[config.mk]
export PLATFORM = sky130hd
export DESIGN_NAME = fir_filter_mac
export DESIGN_NICKNAME = d
export VERILOG_FILES = /design/src/rtl/fir_filter_mac.sv
export SDC_FILE = /design/constraint.sdc
export NUM_CORES = 1
export LEC_CHECK = 0
export CAP_MARGIN = 5
export CORE_AREA = 3 3 174 176
export CTS_CLUSTER_SIZE = 12
export DETAILED_ROUTE_END_ITERATION = 10
export DIE_AREA = 0 0 177 179
export GPL_TIMING_DRIVEN = 0
export PLACE_DENSITY = 0.88
export SYNTH_ARGS = -nofsm -noshare
export SYNTH_HDL_FRONTEND = slang
export SYNTH_SLANG_ARGS = --single-unit
[constraint.sdc]
create_clock -name clk -period 8.15 [get_ports clk]
set_input_delay 0.815 -clock clk [delete_from_list [all_inputs] [get_ports clk]]
set_output_delay 0.815 -clock clk [all_outputs]
set_load 0.01 [all_outputs]
[src/rtl/fir_filter_mac.sv]
// Direct-form FIR filter with a runtime-loadable coefficient bank and one time-multiplexed MAC.
// Latency: sample accepted at edge 0 gives out_valid after edge TAPS+1; one sample per TAPS+2 cycles.
// Backpressure: in_ready is low during MAC/DONE; samples offered while busy are dropped, not queued.
//
// Ports:
//   clk, rst_n              clock (rising edge) and asynchronous active-low reset
//   input_sig/in_valid      signed sample and strobe; accepted when in_valid && in_ready
//   in_ready                high while idle
//   coef_we/addr/data       coefficient write port, honoured only while idle and addr < TAPS
//                           (addr 0 multiplies the newest sample)
//   clr                     synchronous flush of delay line and accumulator, highest priority
//   output_sig              rounded, saturated result, held between updates
//   out_valid/sat           one-cycle pulses; sat marks a clipped result
module fir_filter_mac #(
    parameter int DATA_W    = 8,
    parameter int COEF_W    = 8,
    parameter int TAPS      = 16,
    parameter int OUT_SHIFT = 7
) (
    input  logic                       clk,
    input  logic                       rst_n,
    input  logic signed [DATA_W-1:0]   input_sig,
    input  logic                       in_valid,
    output logic                       in_ready,
    input  logic                       coef_we,
    input  logic [$clog2(TAPS)-1:0]    coef_addr,
    input  logic signed [COEF_W-1:0]   coef_data,
    input  logic                       clr,
    output logic signed [DATA_W-1:0]   output_sig,
    output logic                       out_valid,
    output logic                       sat
);

    localparam int AW    = $clog2(TAPS);
    localparam int PW    = DATA_W + COEF_W;
    localparam int ACC_W = PW + AW;
    // One extra bit so adding the rounding constant can never wrap.
    localparam int RW    = ACC_W + 1;

    localparam logic [AW-1:0] LAST_IDX = AW'(TAPS - 1);
    localparam logic [AW:0]   TAPS_EXT = (AW + 1)'(TAPS);

    localparam logic signed [RW-1:0] RND_C =
        (OUT_SHIFT > 0) ? (RW'(1) << ((OUT_SHIFT > 0) ? OUT_SHIFT - 1 : 0)) : '0;
    localparam logic signed [RW-1:0] MAX_V = RW'((64'sd1 <<< (DATA_W - 1)) - 64'sd1);
    localparam logic signed [RW-1:0] MIN_V = -MAX_V - RW'(1);

    typedef enum logic [1:0] {
        IDLE = 2'd0,
        MAC  = 2'd1,
        DONE = 2'd2
    } state_t;

    state_t                      state_q;
    logic signed [DATA_W-1:0]    x_q    [TAPS];
    logic signed [COEF_W-1:0]    coef_q [TAPS];
    logic [AW-1:0]               wr_ptr_q;
    logic [AW-1:0]               rd_ptr_q;
    logic [AW-1:0]               k_q;
    logic signed [ACC_W-1:0]     acc_q;
    logic signed [DATA_W-1:0]    out_q;
    logic                        out_valid_q;
    logic                        sat_q;

    logic signed [PW-1:0]        prod;
    logic signed [RW-1:0]        rnd_sum;
    logic signed [RW-1:0]        shifted;
    logic signed [DATA_W-1:0]    res_d;
    logic                        sat_d;
    logic [AW-1:0]               wr_ptr_d;
    logic [AW-1:0]               rd_ptr_d;
    logic                        coef_ok;

    always_comb begin
        prod     = coef_q[k_q] * x_q[rd_ptr_q];
        rnd_sum  = RW'(acc_q) + RND_C;
        shifted  = rnd_sum >>> OUT_SHIFT;
        res_d    = shifted[DATA_W-1:0];
        sat_d    = 1'b0;
        if (shifted > MAX_V) begin
            res_d = MAX_V[DATA_W-1:0];
            sat_d = 1'b1;
        end else if (shifted < MIN_V) begin
            res_d = MIN_V[DATA_W-1:0];
            sat_d = 1'b1;
        end
        // Explicit wraps so non-power-of-two TAPS stays inside the buffer.
        wr_ptr_d = (wr_ptr_q == LAST_IDX) ? '0 : wr_ptr_q + 1'b1;
        // Walking backwards from the newest sample gives x[n-k] for tap k.
        rd_ptr_d = (rd_ptr_q == '0) ? LAST_IDX : rd_ptr_q - 1'b1;
        coef_ok  = coef_we && ({1'b0, coef_addr} < TAPS_EXT);
    end

    always_ff @(posedge clk or negedge rst_n) begin
        if (!rst_n) begin
            state_q     <= IDLE;
            wr_ptr_q    <= '0;
            rd_ptr_q    <= '0;
            k_q         <= '0;
            acc_q       <= '0;
            out_q       <= '0;
            out_valid_q <= 1'b0;
            sat_q       <= 1'b0;
            for (int i = 0; i < TAPS; i++) begin
                x_q[i]    <= '0;
                coef_q[i] <= '0;
            end
        end else begin
            out_valid_q <= 1'b0;
            sat_q       <= 1'b0;
            if (clr) begin
                // Coefficients and output_sig deliberately survive a flush.
                state_q  <= IDLE;
                wr_ptr_q <= '0;
                acc_q    <= '0;
                for (int i = 0; i < TAPS; i++) begin
                    x_q[i] <= '0;
                end
            end else begin
                case (state_q)
                    IDLE: begin
                        // The coefficient bank is read from the next edge on, so a
                        // write in the accepting cycle already applies to this sample.
                        if (coef_ok) begin
                            coef_q[coef_addr] <= coef_data;
                        end
                        if (in_valid) begin
                            x_q[wr_ptr_q] <= input_sig;
                            rd_ptr_q      <= wr_ptr_q;
                            wr_ptr_q      <= wr_ptr_d;
                            acc_q         <= '0;
                            k_q           <= '0;
                            state_q       <= MAC;
                        end
                    end
                    MAC: begin
                        acc_q    <= acc_q + ACC_W'(prod);
                        rd_ptr_q <= rd_ptr_d;
                        k_q      <= k_q + 1'b1;
                        if (k_q == LAST_IDX) begin
                            state_q <= DONE;
                        end
                    end
                    DONE: begin
                        out_q       <= res_d;
                        out_valid_q <= 1'b1;
                        sat_q       <= sat_d;
                        state_q     <= IDLE;
                    end
                    default: state_q <= IDLE;
                endcase
            end
        end
    end

    assign in_ready   = (state_q == IDLE);
    assign output_sig = out_q;
    assign out_valid  = out_valid_q;
    assign sat        = sat_q;

endmodule

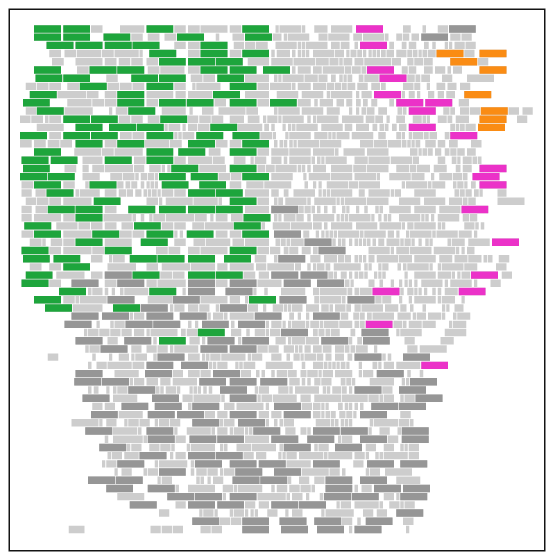
**Above:** where the registers sit.
Other sequential cells in the stronger grey, the rest of the logic in the fainter grey.
| name in the netlist | colour | placed flops |
|---|---|---|
| `output_sig` | orange | 8 |
| `coef_q` | green | 128 |
| `acc_q` | magenta | 20 |

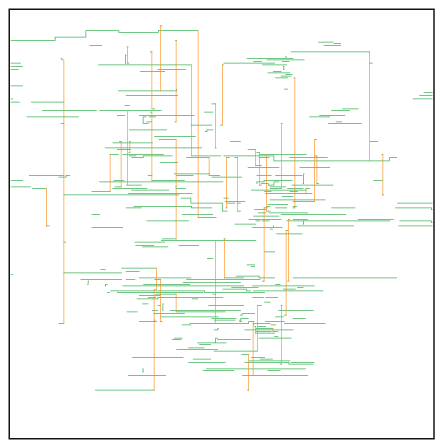
**Above:** wiring by layer.
Only two layers are drawn.
| layer | colour | wire length |
|---|---|---|
| metal 4 | orange | 1100 µm |
| metal 3 | green | 3070 µm |
via count: 12200
Post-Route WL: 43.0 mm
total track usage: 0.281
WL/cell: 22.1 µm

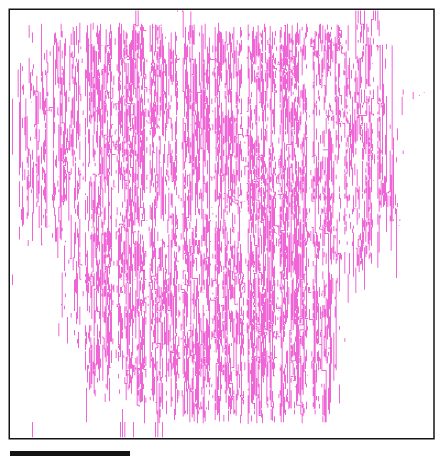
**Above:** met2 routing.
Scale bar: 50 µm.
main direction: vertical
wire length on this layer: 21.7 mm
longest straight run: 51.7 µm
nets with wire on the layer: 1531
met2 Track Usage GR: 0.476

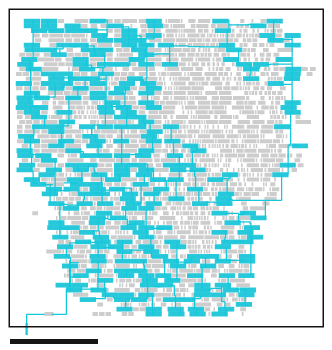
**Above:** wires at chosen ports, followed through buffers.
Scale bar: 50 µm.
| port | colour | direction | end cells | buffers | wire |
|---|---|---|---|---|---|
| `rst_n` | cyan | input | 300 | 3 | 1970 µm |
total I/O pin count: 36
IO buf count: 33

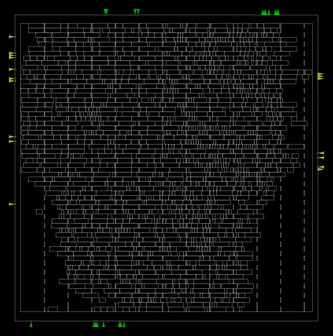
**Above:** placed standard cells.
Finished Layout Cells: 1949
FILL cells: 1818
flop count: 300
Tapcells: 384

==> Slide: Implementation Results <==
Physical Implementation Snapshot

Floorplanning
  • Chip footprint: 31700 µm²
  • Fp_density: 0.627
  • Row cnt: 62
  • Die H: 179 µm

Placed design
  • Cell area after placement: 18900 µm²
  • Pre-CTS setup slack: 902 ps
  • DPL Wire Length: between 20 and 30 mm

Logic synthesis
  • Cells after Synth: 1479
  • Post-synth EDFFs: 0
  • Post-synthesis chip area from yosys: 18000 µm²
  • Post-synth regs: 300
  • Post-synth ARST share: 1.00
  • Syn_nets: 1646
  • YS warnings: 0
  • Cell Type Count: about 66
  • Netlist Area Pre-Place: between 15000 and 20000 µm²
  • Post-synthesis sequential area ratio: 0.416

STA
  • Worst Clk Skew: 9.94 ps
  • RSZ-0062 raised after global routing: false
  • Smallest hold slack: 217 ps
  • FMAX: approximately 140 MHz
  • Final Slew Violations: 0
  • Slew @ Worst Pin: 928 ps
  • Rel. slew slack: 0.378
  • Final Hold Viols: 0
  • Final worst slack: between 800 and 900 ps

Power and ir drop
  • Pwr Total: 5430 µW
  • Clk pwr share: 0.245
  • PwrDens: 274 nW/µm²
  • Comb power frac: 0.434
  • Lkg Pwr: 0.00981 µW
  • Psw: between 2000 and 2500 µW
  • Power Internal: 3410 µW
  • Maximum VDD drop: 191 µV

Setup path
  • Data required time of the worst path: between 8000 and 9000 ps
  • Register-to-Register Setup Slack: a little under 900 ps
  • Worst EP arrival: ~7700 ps
  • Worst Path Max Fanout: 12
  • CP Class: flip-flop to flip-flop
  • CP Capture Type: flip-flop
  • CP startpoint kind: flip-flop

Flow run
  • Max_cap viols: 0

CTS
  • Clk ins delay skew pair: about 580 ps
  • Post-CTS setup buffer count: 0
  • Num CTS Buffers: 31
  • Clock Pin Slew Worst Setup and Hold Paths: roughly 60 ps
  • H-Tree Depth: 1
  • CTS root buf: clkbuf_16

Route
  • DR iter-0 viols: 1176
  • # DRC: 0

Cells and area
  • Layout area overhead: 10.0%
  • Final Cell Area: approximately 20000 µm²
  • Most frequent cells in the layout: dfrtp_1 (300), nor2_1 (188), mux2_2 (140)

GRT
  • Initial antenna violation count: 0

Outcome
  • Status: completed
-- flip-flops by register name (all words and copies together) (netlist names), 2 cells and up --
register / flops
wr_ptr_q: 4
state_q: 2
k_q: 4
x_q: 128
rd_ptr_q: 4
output_sig: 8
coef_q: 128
acc_q: 20
-- logic make-up after synthesis --
| family | synth area share |
|---|---|
| AOI/OAI and AO/OA | 0.0457 |
| xor gates and xnor gates | 0.0126 |
| adders and majority gates | 0.135 |
| buffers and inverters | 0.0439 |
| DFF | 0.416 |
| muxes | 0.249 |
| and+or+nand+nor | 0.0969 |
-- per-layer routing --
layer / track usage / share of wire
met4: 0.0763 / 0.026
met5: 0 / 0
met2: 0.476 / 0.50
met1: 0.382 / 0.40
met3: 0.0466 / 0.071
-- worst max-delay path, stage by stage (launching register included) --
cell and delay [ps]:
dfrtp_1 320, buf_2 250, buf_2 330, mux4_2 280
a211oi_1 90, a31oi_1 720, nor2b_2 900, fa_1 580
fa_1 540, fa_1 440, fa_1 500, ha_1 310
ha_1 370, a2111oi_0 400, o21ai_0 240, a21oi_1 380
a21oi_1 180, xnor2_1 170, o21ai_0 100
-- cell usage after synthesis, types with 12 or more instances --
library cell,number,area [µm²]
nand2b_1,20,125
xnor2_1,18,158
mux4_2,49,1100
mux2i_1,137,1370
ha_1,54,676
fa_1,88,1760
nor2b_1,13,81.3
mux2_2,140,1580
inv_1,107,402
nand3_1,17,85.1
clkbuf_1,52,195
nand2_1,72,270
mux4_1,17,447
nand3_2,12,120
a21oi_1,20,100
dfrtp_1,300,7510
o21ai_0,28,140
nor2_1,188,706
-- power groups by stage --
stage          logic, µW  registers, µW  clock network (µW)
2_1_floorplan       1790           1720                   0
3_3_place_gp        2200           1750                   0
3_5_place_dp        2300           1760                   0
4_1_cts             2350           1740                1350
5_1_grt             2650           1760                1410
6_report            2360           1740                1330
-- worst paths after layout --
check,start,to,cells after the start
worst max-delay path,rd_ptr_q[1],acc_q[17],18
worst min-delay path,rst_n,x_q[90],1
worst max register to register,rd_ptr_q[1],acc_q[17],18
worst min register to register,acc_q[1],acc_q[1],1
max in group asynchronous,rst_n,coef_q[69],3
min in group clk,acc_q[1],acc_q[1],1
-- final cells by class --
class | count | area [µm²]
tap | 384 | 480
clock buffer | 47 | 896
sequential | 300 | 7510
multi-input combinational | 994 | 9740
fill | 1818 | 8930
inverter | 110 | 413
timing repair buffer | 35 | 390
buffer | 75 | 379
clock inverter | 4 | 41.3
-- per-stage QoR --
stage / TNS [ps] / util
3_5_place_dp: 0 / 0.657
4_1_cts: 0 / 0.690
6_report: 0 / 0.690
5_1_grt: 0 / 0.690
3_3_place_gp: -1835900 / 0.655
2_1_floorplan: 0 / -
Power figures rest on the tool's default switching activity, not on a simulated workload.
